===== config.mk =====
export PLATFORM = sky130hd
export DESIGN_NAME = wb_arbiter
export DESIGN_NICKNAME = d
export VERILOG_FILES = /design/src/rtl/wb_arbiter.sv
export SDC_FILE = /design/constraint.sdc
export NUM_CORES = 1
export LEC_CHECK = 0
export CAP_MARGIN = 20
export CORE_UTILIZATION = 42
export CTS_BUF_LIST = sky130_fd_sc_hd__clkbuf_8
export CTS_CLUSTER_DIAMETER = 120
export CTS_CLUSTER_SIZE = 40
export DETAILED_ROUTE_END_ITERATION = 10
export GPL_ROUTABILITY_DRIVEN = 0
export GPL_TIMING_DRIVEN = 0
export PLACE_DENSITY = 0.83
export SLEW_MARGIN = 20
export SYNTH_ARGS = -nofsm -noshare
export SYNTH_HDL_FRONTEND = slang
export SYNTH_SLANG_ARGS = --single-unit

===== constraint.sdc =====
create_clock -name clock -period 3.2 [get_ports clock]
set_clock_uncertainty 0.1 [all_clocks]
set_input_delay 0.64 -clock clock [delete_from_list [all_inputs] [get_ports clock]]
set_output_delay 0.64 -clock clock [all_outputs]
set_load 0.01 [all_outputs]

===== src/rtl/wb_arbiter.sv =====
// Writeback arbiter: picks one of ALU/MDU/LSU per cycle (round-robin or
// fixed priority) and registers the winner onto a single commit port.
module wb_arbiter #(
    parameter int RR_ENABLE = 1
) (
    input  logic        clock,
    input  logic        reset,
    input  logic        alu_valid_i,
    input  logic        mdu_valid_i,
    input  logic        lsu_valid_i,
    output logic        alu_ready_o,
    output logic        mdu_ready_o,
    output logic        lsu_ready_o,
    input  logic        alu_wena_i,
    input  logic        mdu_wena_i,
    input  logic        lsu_wena_i,
    input  logic [4:0]  alu_waddr_i,
    input  logic [4:0]  mdu_waddr_i,
    input  logic [4:0]  lsu_waddr_i,
    input  logic [31:0] alu_wdata_i,
    input  logic [31:0] mdu_wdata_i,
    input  logic [31:0] lsu_wdata_i,
    output logic        commit_valid_o,
    output logic        commit_wena_o,
    output logic [4:0]  commit_waddr_o,
    output logic [31:0] commit_wdata_o,
    output logic [1:0]  commit_src_o,
    output logic [31:0] commit_cnt_o
);

    // Source indices: 0 ALU, 1 MDU, 2 LSU. Bit 3 is padding so a 2-bit
    // index can never fall outside the vector.
    logic [3:0]  valid_ext;
    logic [2:0]  grant;
    logic [1:0]  sel;
    logic        hs;
    logic [1:0]  ptr_reg;
    logic [1:0]  ptr_next;
    logic [1:0]  cand [3];

    logic        sel_wena;
    logic [4:0]  sel_waddr;
    logic [31:0] sel_wdata;

    logic        commit_valid_reg;
    logic        commit_wena_reg;
    logic [4:0]  commit_waddr_reg;
    logic [31:0] commit_wdata_reg;
    logic [1:0]  commit_src_reg;
    logic [31:0] cnt_reg;

    assign valid_ext = {1'b0, lsu_valid_i, mdu_valid_i, alu_valid_i};

    // Modulo-3 reduction of a small sum (inputs never exceed 4).
    function automatic logic [1:0] wrap3(input logic [2:0] x);
        logic [2:0] r;
        r = (x >= 3'd3) ? (x - 3'd3) : x;
        return r[1:0];
    endfunction

    // Round-robin search order: ptr, ptr+1, ptr+2 (mod 3).
    genvar gi;
    generate
        for (gi = 0; gi < 3; gi++) begin : g_cand
            assign cand[gi] = wrap3({1'b0, ptr_reg} + 3'(gi));
        end
    endgenerate

    // Grant selection; purely a function of valids, pointer and reset.
    always_comb begin
        grant = 3'b000;
        sel   = 2'd0;
        hs    = 1'b0;
        if (!reset) begin
            if (RR_ENABLE != 0) begin
                // Walk from lowest to highest priority so the last hit wins.
                for (int k = 2; k >= 0; k--) begin
                    if (valid_ext[cand[k]]) begin
                        sel = cand[k];
                    end
                end
            end else begin
                if (lsu_valid_i) begin
                    sel = 2'd2;
                end else if (mdu_valid_i) begin
                    sel = 2'd1;
                end else begin
                    sel = 2'd0;
                end
            end
            hs = |valid_ext[2:0];
            if (hs) begin
                grant[sel] = 1'b1;
            end
        end
    end

    assign alu_ready_o = grant[0];
    assign mdu_ready_o = grant[1];
    assign lsu_ready_o = grant[2];

    // Payload of the granted source and the pointer value after its handshake.
    always_comb begin
        sel_wena  = alu_wena_i;
        sel_waddr = alu_waddr_i;
        sel_wdata = alu_wdata_i;
        ptr_next  = 2'd1;
        case (sel)
            2'd1: begin
                sel_wena  = mdu_wena_i;
                sel_waddr = mdu_waddr_i;
                sel_wdata = mdu_wdata_i;
                ptr_next  = 2'd2;
            end
            2'd2: begin
                sel_wena  = lsu_wena_i;
                sel_waddr = lsu_waddr_i;
                sel_wdata = lsu_wdata_i;
                ptr_next  = 2'd0;
            end
            default: begin
                sel_wena  = alu_wena_i;
                sel_waddr = alu_waddr_i;
                sel_wdata = alu_wdata_i;
                ptr_next  = 2'd1;
            end
        endcase
    end

    // Commit register: one-cycle pulse per handshake, payload held otherwise.
    always_ff @(posedge clock) begin
        if (reset) begin
            commit_valid_reg <= 1'b0;
            commit_wena_reg  <= 1'b0;
            commit_waddr_reg <= 5'd0;
            commit_wdata_reg <= 32'd0;
            commit_src_reg   <= 2'd0;
            cnt_reg          <= 32'd0;
            ptr_reg          <= 2'd0;
        end else begin
            commit_valid_reg <= hs;
            if (hs) begin
                commit_wena_reg  <= sel_wena;
                commit_waddr_reg <= sel_waddr;
                commit_wdata_reg <= sel_wdata;
                commit_src_reg   <= sel;
                cnt_reg          <= cnt_reg + 32'd1;
                ptr_reg          <= ptr_next;
            end
        end
    end

    assign commit_valid_o = commit_valid_reg;
    assign commit_wena_o  = commit_wena_reg;
    assign commit_waddr_o = commit_waddr_reg;
    assign commit_wdata_o = commit_wdata_reg;
    assign commit_src_o   = commit_src_reg;
    assign commit_cnt_o   = cnt_reg;

endmodule


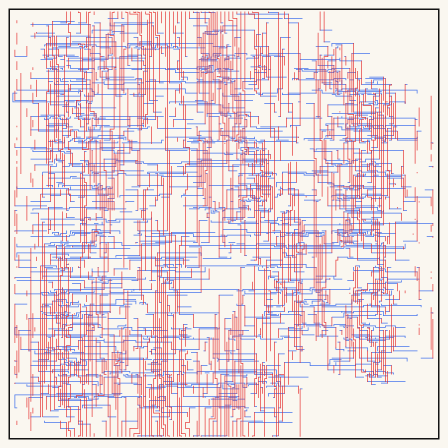
**Above:** run 1 (routed metal, one colour a layer).
Two of the layers only.
legend:
  M2:
    colour: red
    wire_length: 6,750 um
  M1:
    colour: blue
    wire_length: 5,510 um
via count: 4,617
Wirelength per Cell: 16.5 um
GRT Util Overall: 27.2%
DRT Wirelength: 13.4 mm

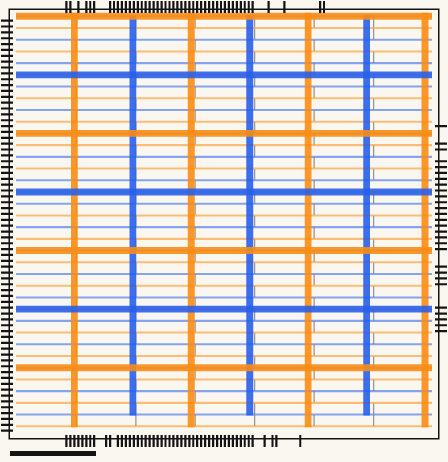
**Above:** run 1 (PDN straps and rails).
Scale bar: 20 um. Pins as bars on the die edge. Tap cells in grey.
legend:
  VSS:
    colour: orange
  VDD:
    colour: blue
met4 straps: 7
met5 straps: 7
Die Ht: 99.4 um
Core Footprint: 0.00920 mm2
die x size: 99.4 um
Peak VDD IR: 269 uV

==> reports/results.tsv, run 1 <==
metric	value	unit
synth_xor_xnor_area_share	1.54	%
tns	0	ps
final-clk-cell-share	4.25	%
logic_gates	373	
synthCells	495	
placed_area	0.00605	mm2
syn_avg_cell_area	8.05	um2
cts_resized	22	
top_cells_by_count	dfxtp_1 (75), a21oi_1 (63), nor2_1 (53)	
row_count	35	
fin_crit	3090	ps
whs_path_depth	2	
lay_top_count	clkdlybuf4s50_1	
yosys_warnings	0	
hold_buffers	0	
p_leak	2.35	nW
p_per_area	438	mW/mm2
post-dp-hpwl	10.2	mm
ys_ff	75	
cpPeakStageDelay	570	ps
flop_cell	dfxtp_1	
drive_above_1_share	8.95	%
cts_buffers	9	
initCoreUtil	43.3	%
critPathMaxFanout	10	
root_buffer	clkbuf_8	
dp_worst_setup_slack	-1210	ps
drt-met1-wl	5.51	mm
finalCritPeriodShare	96.5	%
worstSetupStartpointType	primary input	
dp.cells	799	
simple_gate_area_share	30.3	%
whs	362	ps
ys_seq_share	37.7	%
worst_path_max_delay_cell	clkdlybuf4s50_1	
status	complete, no violations	
die_area	0.00988	mm2
comb-cell-share	36.8	%
path_common_cell	clkdlybuf4s50_1	
fin_nets	825	
grt_busiest_layer	met2	
taps	111	
adder_share	2.20	%
seq_cells	75	
r2r_setup_slack	170	ps
layout_setup_ws	113	ps
clk_pin_slew_worst_paths	70	ps
wl_met2	6.75	mm
n_antenna_cell	0	
warnings	30	
buffers	233	
portBuffers	193	
nNonClkInverters	7	
final_cell_area	0.00648	mm2
crit_cells	6	
critPathKind	in -> out	
clock_buffers	11	
htreeDepth	3	
antenna_found_initial	0	
crit_chain	clkdlybuf4s50_1, buf_4, nor2_1, nand3_1, nor3_1, clkdlybuf4s50_1	
rsz0062_at_grt	false	
final_cells	815	
viasPerCell	5.67	
cp_num_buf_inv	3	
cts_tree	built	
yosysMostFrequentCell	dfxtp_1	
cp.required	2460	ps
seq_area_share	23.2	%
highest_layer	met4	
rr_worst_depth	13	
topCellsByArea	dfxtp_1 (38%), a221oi_1 (8.6%), a21oi_1 (7.9%), nor2b_1 (6.9%), nor2_1 (5.0%)	
min_to	commit_src_o[1]	
grt_max_degree	13	
synth.top_cell.area_share	37.7	%
worstSetupEndpointType	output port	
crit_arrival	2350	ps
p_total	0.00284	W
synth_cell_type_count	44	
ioPinCount	195	
synthArstFlopShare	0	%
wl_met3	871	um
logic_area	0.00238	mm2
relSlewSlack	64.0	%
hold_viol_final	0	
synthToLayoutAreaGrowth	62.8	%
drt.antenna.violating_nets	0	
edf_count	0	
first_pass_iters	4	
worstHoldStart	commit_src_o[1]	
syn_area	0.00398	mm2
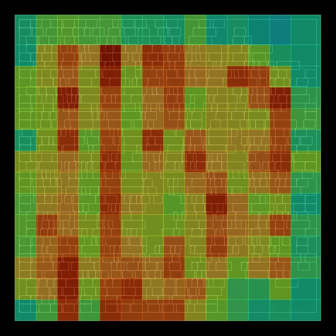
**Above:** run 1 (routing congestion).
met2 GRT Util: 48.1%
final core occ: 70.5%
met1 Usage GRT: 32.0%

## run 1: how the worst max path moves through the flow
stage                                    end        start
after floorplan           commit_wdata_o[28]  lsu_valid_i
after CTS                 commit_wdata_o[19]        reset
after global routing             alu_ready_o   ptr_reg[0]
after global placement     commit_waddr_o[2]        reset
after detailed placement  commit_wdata_o[27]        reset
final                            alu_ready_o        reset
## run 1: worst min-delay path, delay by kind of cell (launching register included)
family / cells / cell delay [ps]
DFF: 1 / 310
AOI/OAI and AO/OA: 1 / 50
and+or+nand+nor: 1 / 50
## run 1: report_power, final
group	internal, W	switching, W	leakage, nW
Clock	0.000637	0.000354	0.141
Sequential	0.00101	0.0000479	0.616
Combinational	0.000437	0.000361	1.59
Total	0.00208	0.000763	2.35
**Run 1: close-up of the layout**

Region (62, 12) to (87, 37) um. Cells in grey, sequential cells in the stronger grey; small squares are vias.
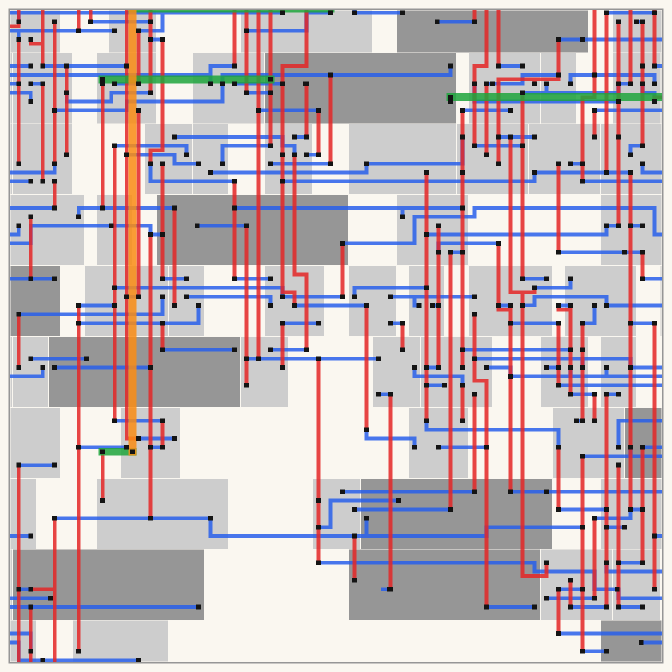

==> run 2: changes to the inputs <==
TNS_END_PERCENT = 10   (was default)
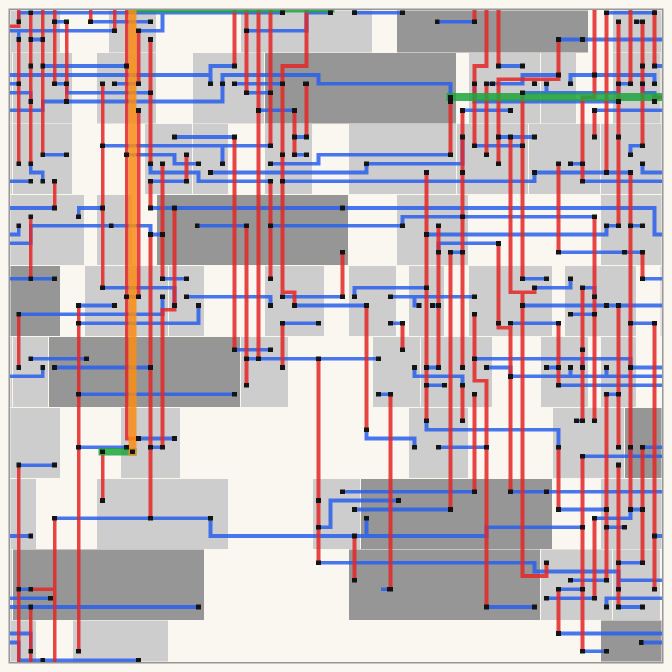
**Above:** run 2 (close-up of the layout).
Region (62, 12) to (87, 37) um. Cells in grey, sequential cells in the stronger grey; small squares are vias.
legend:
  M1:
    colour: blue
  M3:
    colour: green
  M2:
    colour: red
  M4:
    colour: orange
cells with their middle in the window: 53
most frequent: dfxtp_1 (7), o31ai_1 (6), or4_1 (6)
sequential cells in the window: 7
netlist names of flops here include: commit_cnt_o (6), commit_waddr_o (1)

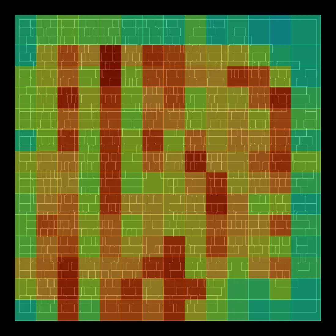
**Above:** run 2 (routing congestion).
met3 Usage GRT: 5.83%
Wirelength per Cell: 16.7 um
met1 Usage GRT: 32.0%
met2 GRT Util: 47.9%

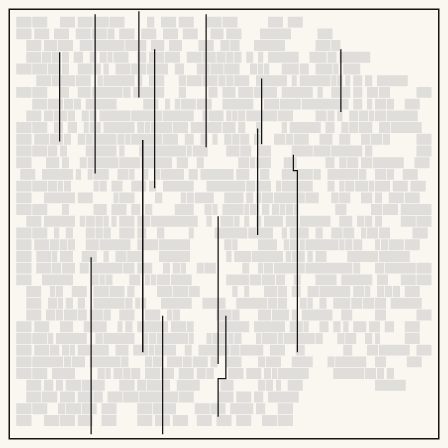
**Above:** run 2 (M4 wires).
Cells faint in the background.
nets with wire on the layer: 13
main direction: vertical
longest straight run: 49.0 um
DRT Wirelength: 13.6 mm
via count: 4,662

==> run 2 against run 1 <==
Global-route usage is essentially flat. Critical path depth stayed put. Cell area down 0.15%. Combinational power about the same. Power is essentially flat. Core utilization shrank 0.11 points. Clock power is essentially flat. Count of clock-buffer cells in the layout did not move. Non-clock buffer count did not move. Critical path type unchanged. Critical endpoint unchanged. Largest cell class unchanged. Highest routed layer unchanged.
==> reports/results.tsv, run 2 <==
metric	value	unit	change
row_count	35		unchanged
topCellsByArea	dfxtp_1 (38%), a221oi_1 (8.6%), a21oi_1 (7.9%), nor2b_1 (6.9%), nor2_1 (5.0%)		
powerClk	0.000990	W	about the same
drt.antenna.violating_nets	0		unchanged
r2r_setup_slack	160	ps	about the same
cts_resized	20		-9.1%
synthCells	495		unchanged
p_seq_share	37.1	%	about the same
core_area	0.00920	mm2	unchanged
syn_avg_cell_area	8.05	um2	unchanged
cts_tree	built		
maxPowerGroup	sequential cells		
finalCritPeriodShare	96.7	%	+0.21 points
clkPwrFrac	34.9	%	about the same
viasPerCell	5.72		+0.97%
hold_buffers	0		unchanged
die_h	99.4	um	unchanged
warnings	32		+6.7%
fin_crit	3090	ps	+6.68 ps
initCoreUtil	43.3	%	unchanged
wl_met3	892	um	+2.4%
critPathMaxFanout	10		unchanged
status	complete, no violations		
worstSetupEndpointType	output port		
critPathKind	in -> out		
simple_gate_area_share	30.3	%	unchanged
min_to	commit_src_o[1]		
p_leak	2.34	nW	about the same
synthArstFlopShare	0	%	unchanged
path_common_cell	clkdlybuf4s50_1		
hold_viol_final	0		unchanged
n_antenna_cell	0		unchanged
rsz0062_at_grt	true		
ys_seq_share	37.7	%	unchanged
placed_area	0.00605	mm2	unchanged
drive_above_1_share	8.95	%	unchanged
die_area	0.00988	mm2	unchanged
==> run 2: cell counts after synthesis <==
Identical to the previous run, type by type.
==> run 2: cell type report <==
| class | count | area, um2 |
|---|---|---|
| buffer | 40 | 216 |
| clock buffer | 11 | 151 |
| clock inverter | 5 | 124 |
| fill | 743 | 2720 |
| inverter | 7 | 26.3 |
| multi-input combinational | 373 | 2380 |
| sequential | 75 | 1500 |
| tap | 111 | 139 |
| timing repair buffer | 193 | 1930 |
==> run 2: per-stage QoR <==
step	setup TNS (ps)	instances	hold WS, ps	util [%]
2_1_floorplan	0	495	349	-
3_3_place_gp	-40990	799	346	65.8
3_5_place_dp	-41680	799	351	65.8
4_1_cts	-116	815	362	69.1
5_1_grt	-59.1	815	382	70.4
6_report	0	815	362	70.4
**Run 2: PDN straps and rails**

Scale bar: 20 um. Pins as bars on the die edge. Tap cells in grey.
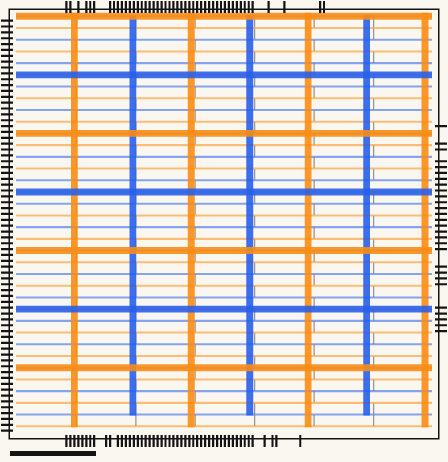

==> run 3: changes to the inputs <==
CORE_UTILIZATION = 57   (was 42)
DONT_BUFFER_PORTS = 1   (was default)
PLACE_DENSITY = 0.72   (was 0.83)
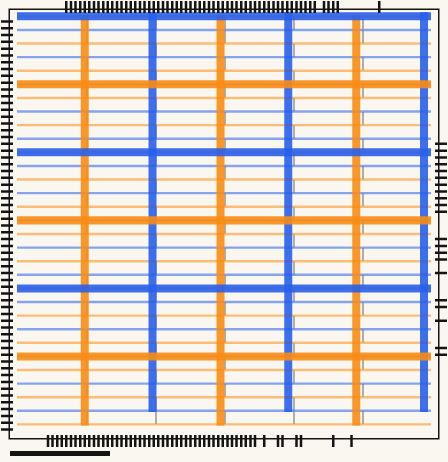
**Above:** run 3 (PDN straps and rails).
Scale bar: 20 um. Pins as bars on the die edge. Tap cells in grey.
legend:
  VSS:
    colour: orange
  VDD:
    colour: blue
tap cells: 80
met1 rails: 31
rows: 30
Die Ht: 85.6 um
die x size: 85.6 um

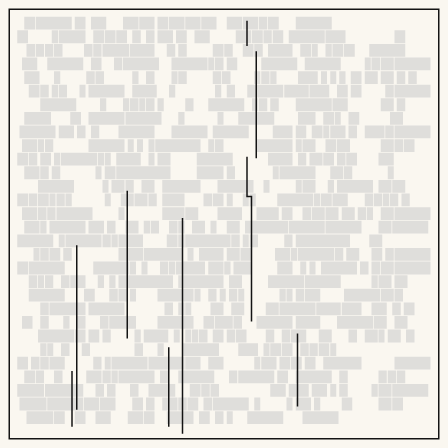
**Above:** run 3 (M4 wires).
Cells faint in the background.
longest straight run: 42.8 um
main direction: vertical
via count: 3,933
DRT Wirelength: 11.6 mm

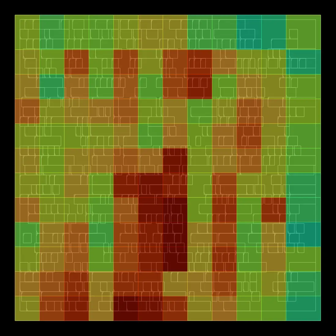
**Above:** run 3 (routing congestion).
met3 Usage GRT: 9.91%
GRT Util Overall: 30.8%
met1 Usage GRT: 35.1%
most used routing layer: met2

==> run 3 against run 2 <==
Power fell by 11%. Combinational power fell by 41%. Largest power group unchanged. Hold slack improved by 25 ps. Worst setup slack lost 6.8 ps. Die area decreased by 26%. Register-to-register slack got worse by 60 ps.
==> reports/results.tsv, run 3 <==
metric	value	unit	change
logic_area	0.00239	mm2	+0.68%
first_iter_violations	198		
row_count	30		-14%
synthCells	495		unchanged
finalCritPeriodShare	96.9	%	+0.21 points
ys_seq_share	37.7	%	unchanged
placed_area	0.00408	mm2	-33%
hold_viol_final	0		unchanged
path_delay_family	simple AND/OR/NAND/NOR gates		
max_freq	322	MHz	
powerClk	0.000949	W	-4.1%
die_area	0.00733	mm2	-26%
worstSetupStartpointType	flip-flop		
flop_area	0.00150	mm2	unchanged
worstSetupEndpointType	flip-flop		
critPathMaxFanout	10		unchanged
topCellsByArea	dfxtp_1 (38%), a221oi_1 (8.6%), a21oi_1 (7.9%), nor2b_1 (6.9%), nor2_1 (5.0%)		
rsz0062_at_grt	true		
wire_per_inst	19.6	um	+17%
viasPerCell	6.64		+16%
syn_avg_cell_area	8.05	um2	unchanged
clkPwrFrac	37.7	%	+2.8 points
p_seq_share	43.7	%	+6.6 points
synthArstFlopShare	0	%	unchanged
dp.cells	575		-28%
core_area	0.00676	mm2	-27%
tns	0	ps	unchanged
fin_crit	3100	ps	+6.78 ps
initCoreUtil	58.9	%	+16 points
p_leak	1.57	nW	-33%
crit_arrival	3230	ps	
whs	387	ps	+24.8 ps
wl_met3	1.03	mm	+16%
drive_above_1_share	12.1	%	+3.2 points
critPathKind	reg -> reg		
finish.utilization	66.5	%	-3.8 points
ioPinCount	195		
n_antenna_cell	0		unchanged
cts_buffers	9		
hold_buffers	0		unchanged
status	complete, no violations		
cp_num_buf_inv	3		
syn-num-nets	621		
warnings	31		-3.1%
use_met2	52.4	%	+4.6 points
maxPowerGroup	sequential cells		
drt.antenna.violating_nets	0		unchanged
final_cells	592		-27%
cts_tree	built		
[run 3: cell counts after synthesis]
No cell type changed its count.
[run 3: worst paths after layout]
path | from | endpoint | slack, ps | cells past startpoint
setup / recovery | ptr_reg[0] | commit_waddr_o[1] | 100 | 13
hold / removal | ptr_reg[0] | ptr_reg[0] | 390 | 2
setup reg to reg | ptr_reg[0] | commit_waddr_o[1] | 100 | 13
hold reg to reg | ptr_reg[0] | ptr_reg[0] | 390 | 2
[run 3: area by class of cell]
class                   count  area share (%)
plain buffers              40            4.54
clock buffers              12            3.67
clock inverters             4            2.12
inverters                   7           0.584
multi-input cells         373            53.2
flip-flops and latches     75            33.5
well taps                  80            2.23
repair buffers              1           0.167
[run 3: repair_timing]
item,4_1_cts,5_1_grt
gates resized,15,30
setup buffers,1,0
pin swaps,1,1
endpoints found under the setup margin,30,37
Power figures rest on the tool's default switching activity, not on a simulated workload.
